## src/rtl/toggle_pkg.sv

```systemverilog
// toggle_pkg
//   Shared constants for the pushbutton toggle-pulse generator and the
//   four-bit T flip-flop counter that consumes its pulses.
//   - ST_* : 3-bit FSM state encodings
//   - DEF_*: default parameter values
//   - state_t: enum built on the ST_* encodings
package toggle_pkg;

   localparam logic [2:0] ST_IDLE   = 3'd0;
   localparam logic [2:0] ST_ARM    = 3'd1;
   localparam logic [2:0] ST_HELD   = 3'd2;
   localparam logic [2:0] ST_REPEAT = 3'd3;
   localparam logic [2:0] ST_DISARM = 3'd4;

   localparam int DEF_DEBOUNCE_CYCLES = 4;
   localparam int DEF_REPEAT_DELAY    = 16;
   localparam int DEF_REPEAT_PERIOD   = 8;
   localparam int DEF_CNT_W           = 16;

   typedef enum logic [2:0] {
      S_IDLE   = ST_IDLE,
      S_ARM    = ST_ARM,
      S_HELD   = ST_HELD,
      S_REPEAT = ST_REPEAT,
      S_DISARM = ST_DISARM
   } state_t;

endpackage

```

## src/rtl/sync_2ff.sv

```systemverilog
// sync_2ff
//   1-bit two-flop synchroniser for asynchronous inputs.
//   Ports:
//     i_clk   - destination clock (posedge)
//     i_reset - synchronous reset, active-low; clears both flops
//     i_d     - asynchronous input
//     o_q     - synchronised output, two cycles of latency
module sync_2ff (
   input  logic i_clk,
   input  logic i_reset,
   input  logic i_d,
   output logic o_q
);

   logic r_meta;
   logic r_sync;

   always_ff @(posedge i_clk) begin
      if (!i_reset) begin
         r_meta <= 1'b0;
         r_sync <= 1'b0;
      end else begin
         r_meta <= i_d;
         r_sync <= r_meta;
      end
   end

   assign o_q = r_sync;

endmodule

```

## src/rtl/toggle_pulse_gen.sv

```systemverilog
// toggle_pulse_gen
//   Turns a raw pushbutton into single-cycle toggle pulses for the counter's
//   T flip-flop chain: synchronise, debounce press/release, optional
//   auto-repeat while held. All outputs are registered on posedge clk so
//   t_out is stable at the counter's negedge sample point.
//   Ports:
//     clk           - system clock
//     reset         - synchronous reset, active-low
//     btn_in        - raw asynchronous button, active-high
//     en            - pulse enable; gates t_out only, FSM keeps running
//     t_out         - one-cycle toggle pulse
//     btn_db        - debounced button level
//     repeat_active - high while in auto-repeat
module toggle_pulse_gen
   import toggle_pkg::*;
#(
   parameter int DEBOUNCE_CYCLES = DEF_DEBOUNCE_CYCLES,
   parameter int REPEAT_DELAY    = DEF_REPEAT_DELAY,
   parameter int REPEAT_PERIOD   = DEF_REPEAT_PERIOD,
   parameter int CNT_W           = DEF_CNT_W
) (
   input  logic clk,
   input  logic reset,
   input  logic btn_in,
   input  logic en,
   output logic t_out,
   output logic btn_db,
   output logic repeat_active
);

   localparam logic             REPEAT_EN = (REPEAT_DELAY != 0);
   localparam logic [CNT_W-1:0] DB_LAST   = CNT_W'(DEBOUNCE_CYCLES - 1);
   // Only meaningful when REPEAT_EN; guarded at the point of use.
   localparam logic [CNT_W-1:0] RD_LAST   = CNT_W'(REPEAT_DELAY - 1);
   localparam logic [CNT_W-1:0] RP_LAST   = CNT_W'(REPEAT_PERIOD - 1);

   state_t           r_state;
   logic [CNT_W-1:0] r_cnt;
   logic [CNT_W-1:0] w_cnt_inc;
   logic             w_btn_s;

   sync_2ff u_sync (
      .i_clk   (clk),
      .i_reset (reset),
      .i_d     (btn_in),
      .o_q     (w_btn_s)
   );

   // IDLE and HELD (with repeat disabled) can sit forever, so the counter
   // saturates rather than wrapping; compare points are all far below max.
   assign w_cnt_inc = (&r_cnt) ? r_cnt : r_cnt + CNT_W'(1);

   always_ff @(posedge clk) begin
      if (!reset) begin
         r_state       <= S_IDLE;
         r_cnt         <= '0;
         t_out         <= 1'b0;
         btn_db        <= 1'b0;
         repeat_active <= 1'b0;
      end else begin
         t_out <= 1'b0;
         r_cnt <= w_cnt_inc;
         case (r_state)
            S_IDLE: begin
               if (w_btn_s) begin
                  r_state <= S_ARM;
                  r_cnt   <= '0;
               end
            end
            S_ARM: begin
               if (!w_btn_s) begin
                  r_state <= S_IDLE;
                  r_cnt   <= '0;
               end else if (r_cnt == DB_LAST) begin
                  r_state <= S_HELD;
                  r_cnt   <= '0;
                  btn_db  <= 1'b1;
                  t_out   <= en;
               end
            end
            S_HELD: begin
               if (!w_btn_s) begin
                  r_state <= S_DISARM;
                  r_cnt   <= '0;
               end else if (REPEAT_EN && (r_cnt == RD_LAST)) begin
                  r_state       <= S_REPEAT;
                  r_cnt         <= '0;
                  t_out         <= en;
                  repeat_active <= 1'b1;
               end
            end
            S_REPEAT: begin
               if (!w_btn_s) begin
                  r_state       <= S_DISARM;
                  r_cnt         <= '0;
                  repeat_active <= 1'b0;
               end else if (r_cnt == RP_LAST) begin
                  r_cnt <= '0;
                  t_out <= en;
               end
            end
            S_DISARM: begin
               // Re-press during release debounce: back to HELD silently,
               // repeat delay starts over from the cleared counter.
               if (w_btn_s) begin
                  r_state <= S_HELD;
                  r_cnt   <= '0;
               end else if (r_cnt == DB_LAST) begin
                  r_state <= S_IDLE;
                  r_cnt   <= '0;
                  btn_db  <= 1'b0;
               end
            end
            default: begin
               r_state       <= S_IDLE;
               r_cnt         <= '0;
               btn_db        <= 1'b0;
               repeat_active <= 1'b0;
            end
         endcase
      end
   end

endmodule
```

## config.mk

```make
export PLATFORM = sky130hd
export DESIGN_NAME = toggle_pulse_gen
export DESIGN_NICKNAME = d
export VERILOG_FILES = /design/src/rtl/toggle_pkg.sv /design/src/rtl/sync_2ff.sv /design/src/rtl/toggle_pulse_gen.sv
export SDC_FILE = /design/constraint.sdc
export NUM_CORES = 1
export LEC_CHECK = 0
export ABC_AREA = 1
export CAP_MARGIN = 0
export CORE_ASPECT_RATIO = 0.7
export CORE_MARGIN = 3
export CORE_UTILIZATION = 50
export CTS_CLUSTER_DIAMETER = 120
export DETAILED_ROUTE_END_ITERATION = 7
export HOLD_SLACK_MARGIN = 0.03
export PLACE_DENSITY_LB_ADDON = 0.12
export RECOVER_POWER = 50
export SYNTH_ARGS = -nofsm -noshare
export SYNTH_HDL_FRONTEND = slang
export SYNTH_HIERARCHICAL = 1
export SYNTH_SLANG_ARGS = --single-unit
```

## constraint.sdc

```tcl
create_clock -name clk -period 4.01 [get_ports clk]
set_clock_uncertainty 0.05 [all_clocks]
set_input_delay 0.802 -clock clk [delete_from_list [all_inputs] [get_ports clk]]
set_output_delay 0.802 -clock clk [all_outputs]
set_load 0.005 [all_outputs]
```

==> qor.log, run 1 <==
[power_and_ir_drop] power drawn by the combinational cells 240 uW
[yosys] cell taking the most area after synthesis sky130_fd_sc_hd__dfxtp_1
[yosys] area reported by Yosys stat 1470 um2
[placed_design] port bufs 6
[final_layout] Diodes inserted 0
[final_layout] leading registers by flop count r_cnt (16), r_state (3)
[clocking] master cell of the clock root buffer sky130_fd_sc_hd__clkbuf_8
[yosys] commonest cells in the synthesized netlist sky130_fd_sc_hd__nand2_1, sky130_fd_sc_hd__nor2_1, sky130_fd_sc_hd__inv_1, sky130_fd_sc_hd__dfxtp_1, sky130_fd_sc_hd__nand3_1
[clocking] number of buffers inserted to repair setup after CTS 0
[floorplanning] Initial Utilization 56.0%
[global_route] GRT Max-Usage Layer met2
[final_timing] number of setup violations in the final report 0
[setup_path] cell at the slowest stage of the critical path sky130_fd_sc_hd__dlygate4sd3_1
[setup_path] Setup crit end r_cnt[8]
[global_route] number of global-route vias before repair 1,244
[final_layout] Filler Cell Count 253
[yosys] Async SR Flop Fraction 0%
[clocking] later-pin clock latency in the skew report 0.27 ns
[final_layout] largest register by flop count r_cnt
[placed_design] gp weighted congestion 0.925
[run] max-cap viol count 0
[status] status finished clean
[floorplanning] x dimension of the die 70.8 um
[setup_path] number of buffers and inverters on the critical path 2
[setup_path] CP Data Required Time 4.17 ns
[yosys] cell count after synthesis 228
[clocking] buffers from clock root to sink, at most 2
[final_layout] layout buffer count excluding clock buffers 6
[setup_path] critical path cell sequence dlygate4sd3_1, inv_1, a21oi_1, nand2_2, nor2_2
[final_layout] number of standard cells in the layout, taps in and fillers out 269
[power_and_ir_drop] final total power 740 uW
[route] Vias/cell 5.15
[setup_path] endpoint class of the critical path register
[final_layout] Post-layout nets 241
[floorplanning] number of I/O pins 7
[route] detailed route wirelength on metal2 1260 um
[final_timing] relative slew slack 59.3%
[clocking] register clock-pin slew on the reported worst setup and hold paths 0.09 ns
[setup_path] critical register-to-register path startpoint r_cnt[0]
[final_layout] portion of the layout cell area used by clock cells 4.44%
[final_layout] cell type taking the most area logic gates
[power_and_ir_drop] clock group power 211 uW
[floorplanning] Well-Tap Cells 34
[final_layout] fraction of final layout cells with drive strength greater than 1 11.1%
[setup_path] number of gates on the worst path with buffers counted 5
[power_and_ir_drop] Lkg Pwr 0.679 nW
[floorplanning] placeable core region 2630 um2
[final_timing] worst-case hold slack 0.373 ns
[setup_path] reg-to-reg endpoint r_cnt[13]
[global_route] maximum number of pins on one net before global-route repair 16
[final_layout] max FFs per register 16
[placed_design] pre-CTS setup slack 1.67 ns
[final_layout] number of combinational gates with multiple inputs 168
[power_and_ir_drop] Gate power share 32.4%
[setup_path] flop-to-flop setup slack 2.11 ns
[route] highest metal layer used by the detailed router met4
[clocking] post-CTS resize count 0
run_1/drive_strength.png
Scale: 4 px per um.
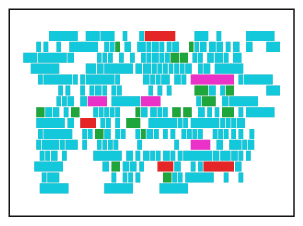
[drive 3 to 4] red | cells: 4
[drive 6 and up] magenta | cells: 4
[drive 2] green | cells: 18
[drive 1 or less] cyan | cells: 209

run_1/cell_classes.png
Scale: 6 px per um.
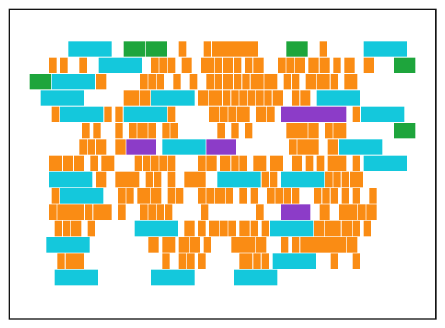
[other buffers and delay cells] green | cells: 6 | share of their area: 3.8%
[clock drivers and dummy loads] purple | cells: 4 | share of their area: 4.6%
[all other logic] orange | cells: 201 | share of their area: 61%
[flops] cyan | cells: 24 | share of their area: 31%

run_1/wire_density.png
Scale: 6 px per um. 14 x 10 tiles, from dark purple (low) to yellow (high), scaled to the fullest tile. Values are wire area over tile area, all layers added.
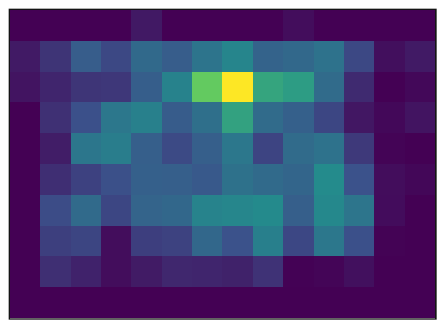
nearly empty tiles: 31%
tiles over half the peak: 3.6%
mean over tiles: 0.13
fullest tile: 0.72
total wire length after detailed routing: 3040 um
GRT Util Overall: 18.7%
mean routed wirelength per cell: 11.3 um
vias post-DR: 1,386

==> run 2, diff against run 1 <==
==> constraint.sdc (replaced) <==
create_clock -name clk -period 2 [get_ports clk]
set_clock_uncertainty 0.05 [all_clocks]
set_input_delay 0.4 -clock clk [delete_from_list [all_inputs] [get_ports clk]]
set_output_delay 0.4 -clock clk [all_outputs]
set_load 0.005 [all_outputs]
run_2/wire_density.png
Scale: 6 px per um. 14 x 10 tiles, from dark purple (low) to yellow (high), scaled to the fullest tile. Values are wire area over tile area, all layers added.
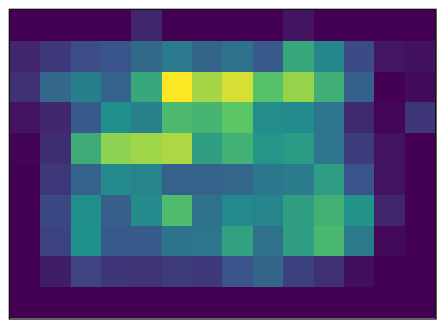
mean over tiles: 0.13
fullest tile: 0.47
densest ninth of the die: center

run_2/drive_strength.png
Scale: 4 px per um.
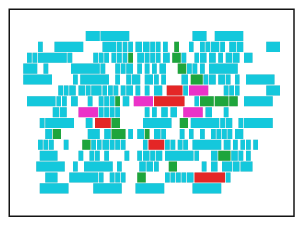
[drive 3 to 4] red | cells: 5
[drive 1 or less] cyan | cells: 208
[drive 2] green | cells: 18
[drive 6 and up] magenta | cells: 4

==> run 2 against run 1 <==
Against the previous run: sequential share of layout area is 0.14 points higher; via count is 2.1% lower; critical path type is now register to register; register-to-register slack worse by 1.9 ns; critical endpoint is now r_cnt[0]; flip-flop count stayed put; clock power is 56% higher; non-clock buffer count stayed put.
==> qor.log, run 2 <==
[route] routed metal-1 wire length 1600 um
[route] Vias/cell 5.04 [-2.1%]
[clocking] buffers from clock root to sink, at most 2 [unchanged]
[setup_path] number of buffers and inverters on the critical path 1 [-1]
[clocking] register clock-pin slew on the reported worst setup and hold paths 0.08 ns [about the same]
[setup_path] startpoint kind of the worst setup timing path register
[run] max-cap viol count 0 [unchanged]
[final_layout] cell type taking the most area logic gates
[power_and_ir_drop] Internal 863 uW
[final_layout] portion of the layout cell area used by clock cells 3.44% [-1.0 points]
[route] vias post-DR 1,357 [-2.1%]
[setup_path] critical path cell sequence ha_1, nand2_1, inv_1, nand2_2, nor2_4, nand4_4, xnor2_1, nor2_1
[global_route] number of global-route vias before repair 1,191 [-4.3%]
[global_route] met2 usage 26.3%
[final_layout] largest register by flop count r_cnt
[final_layout] layout buffer count excluding clock buffers 6 [unchanged]
[route] detailed route wirelength on metal2 1210 um [-4.0%]
[setup_path] critical register-to-register path startpoint r_cnt[0]
[setup_path] Setup crit end r_cnt[0]
[clocking] sink count of the clock tree 24
[setup_path] flop-to-flop setup slack 0.19 ns [-1.92 ns]
[final_layout] number of combinational gates with multiple inputs 168 [unchanged]
[clocking] number of buffers inserted to repair setup after CTS 0 [unchanged]
[global_route] GRT Util Overall 17.9% [-0.83 points]
[power_and_ir_drop] Lkg Pwr 0.683 nW [+0.59%]
[clocking] master cell of the clock root buffer sky130_fd_sc_hd__clkbuf_8
[setup_path] cell at the slowest stage of the critical path sky130_fd_sc_hd__dfxtp_1
[yosys] commonest cells in the synthesized netlist sky130_fd_sc_hd__nand2_1, sky130_fd_sc_hd__nor2_1, sky130_fd_sc_hd__inv_1, sky130_fd_sc_hd__dfxtp_1, sky130_fd_sc_hd__nand3_1
[yosys] Async SR Flop Fraction 0% [unchanged]
[final_layout] leading registers by flop count r_cnt (16), r_state (3)
[placed_design] gp weighted congestion 0.940 [+1.6%]
[final_timing] setup repair after global routing missed its margin no
[yosys] area reported by Yosys stat 1470 um2 [unchanged]
[floorplanning] Well-Tap Cells 34 [unchanged]
[setup_path] reg-to-reg endpoint r_cnt[0]
[power_and_ir_drop] Gate power share 34.3% [+1.9 points]
[setup_path] endpoint class of the critical path register
[power_and_ir_drop] final total power 1.39 mW [+88%]
[power_and_ir_drop] clock group power 329 uW [+56%]
[global_route] GRT Max-Usage Layer met2
[final_layout] Post-layout nets 241 [unchanged]
[final_timing] number of setup violations in the final report 0 [unchanged]
[placed_design] port bufs 6 [unchanged]
[yosys] cell taking the most area after synthesis sky130_fd_sc_hd__dfxtp_1
[floorplanning] number of I/O pins 7 [unchanged]
[placed_design] pre-CTS setup slack 0.100 ns [-1.57 ns]
[setup_path] number of gates on the worst path with buffers counted 8 [+3]
[final_layout] number of standard cells in the layout, taps in and fillers out 269 [unchanged]
[final_layout] final cell area excluding filler cells 1600 um2
[power_and_ir_drop] power drawn by the combinational cells 476 uW [+98%]
[status] status finished clean
[clocking] later-pin clock latency in the skew report 0.27 ns [about the same]
[final_layout] Filler Cell Count 261 [+3.2%]
run_2/cell_classes.png
Scale: 6 px per um.
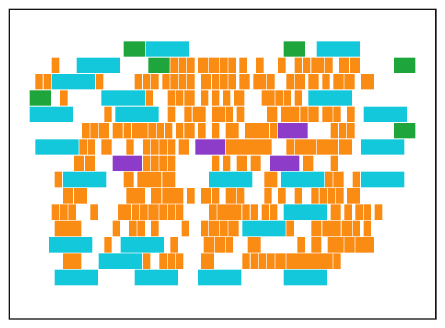
[clock drivers and dummy loads] purple | cells: 4 | share of their area: 3.5%
[other buffers and delay cells] green | cells: 6 | share of their area: 3.9%
[all other logic] orange | cells: 201 | share of their area: 62%
[flops] cyan | cells: 24 | share of their area: 31%

Power figures rest on the tool's default switching activity, not on a simulated workload.
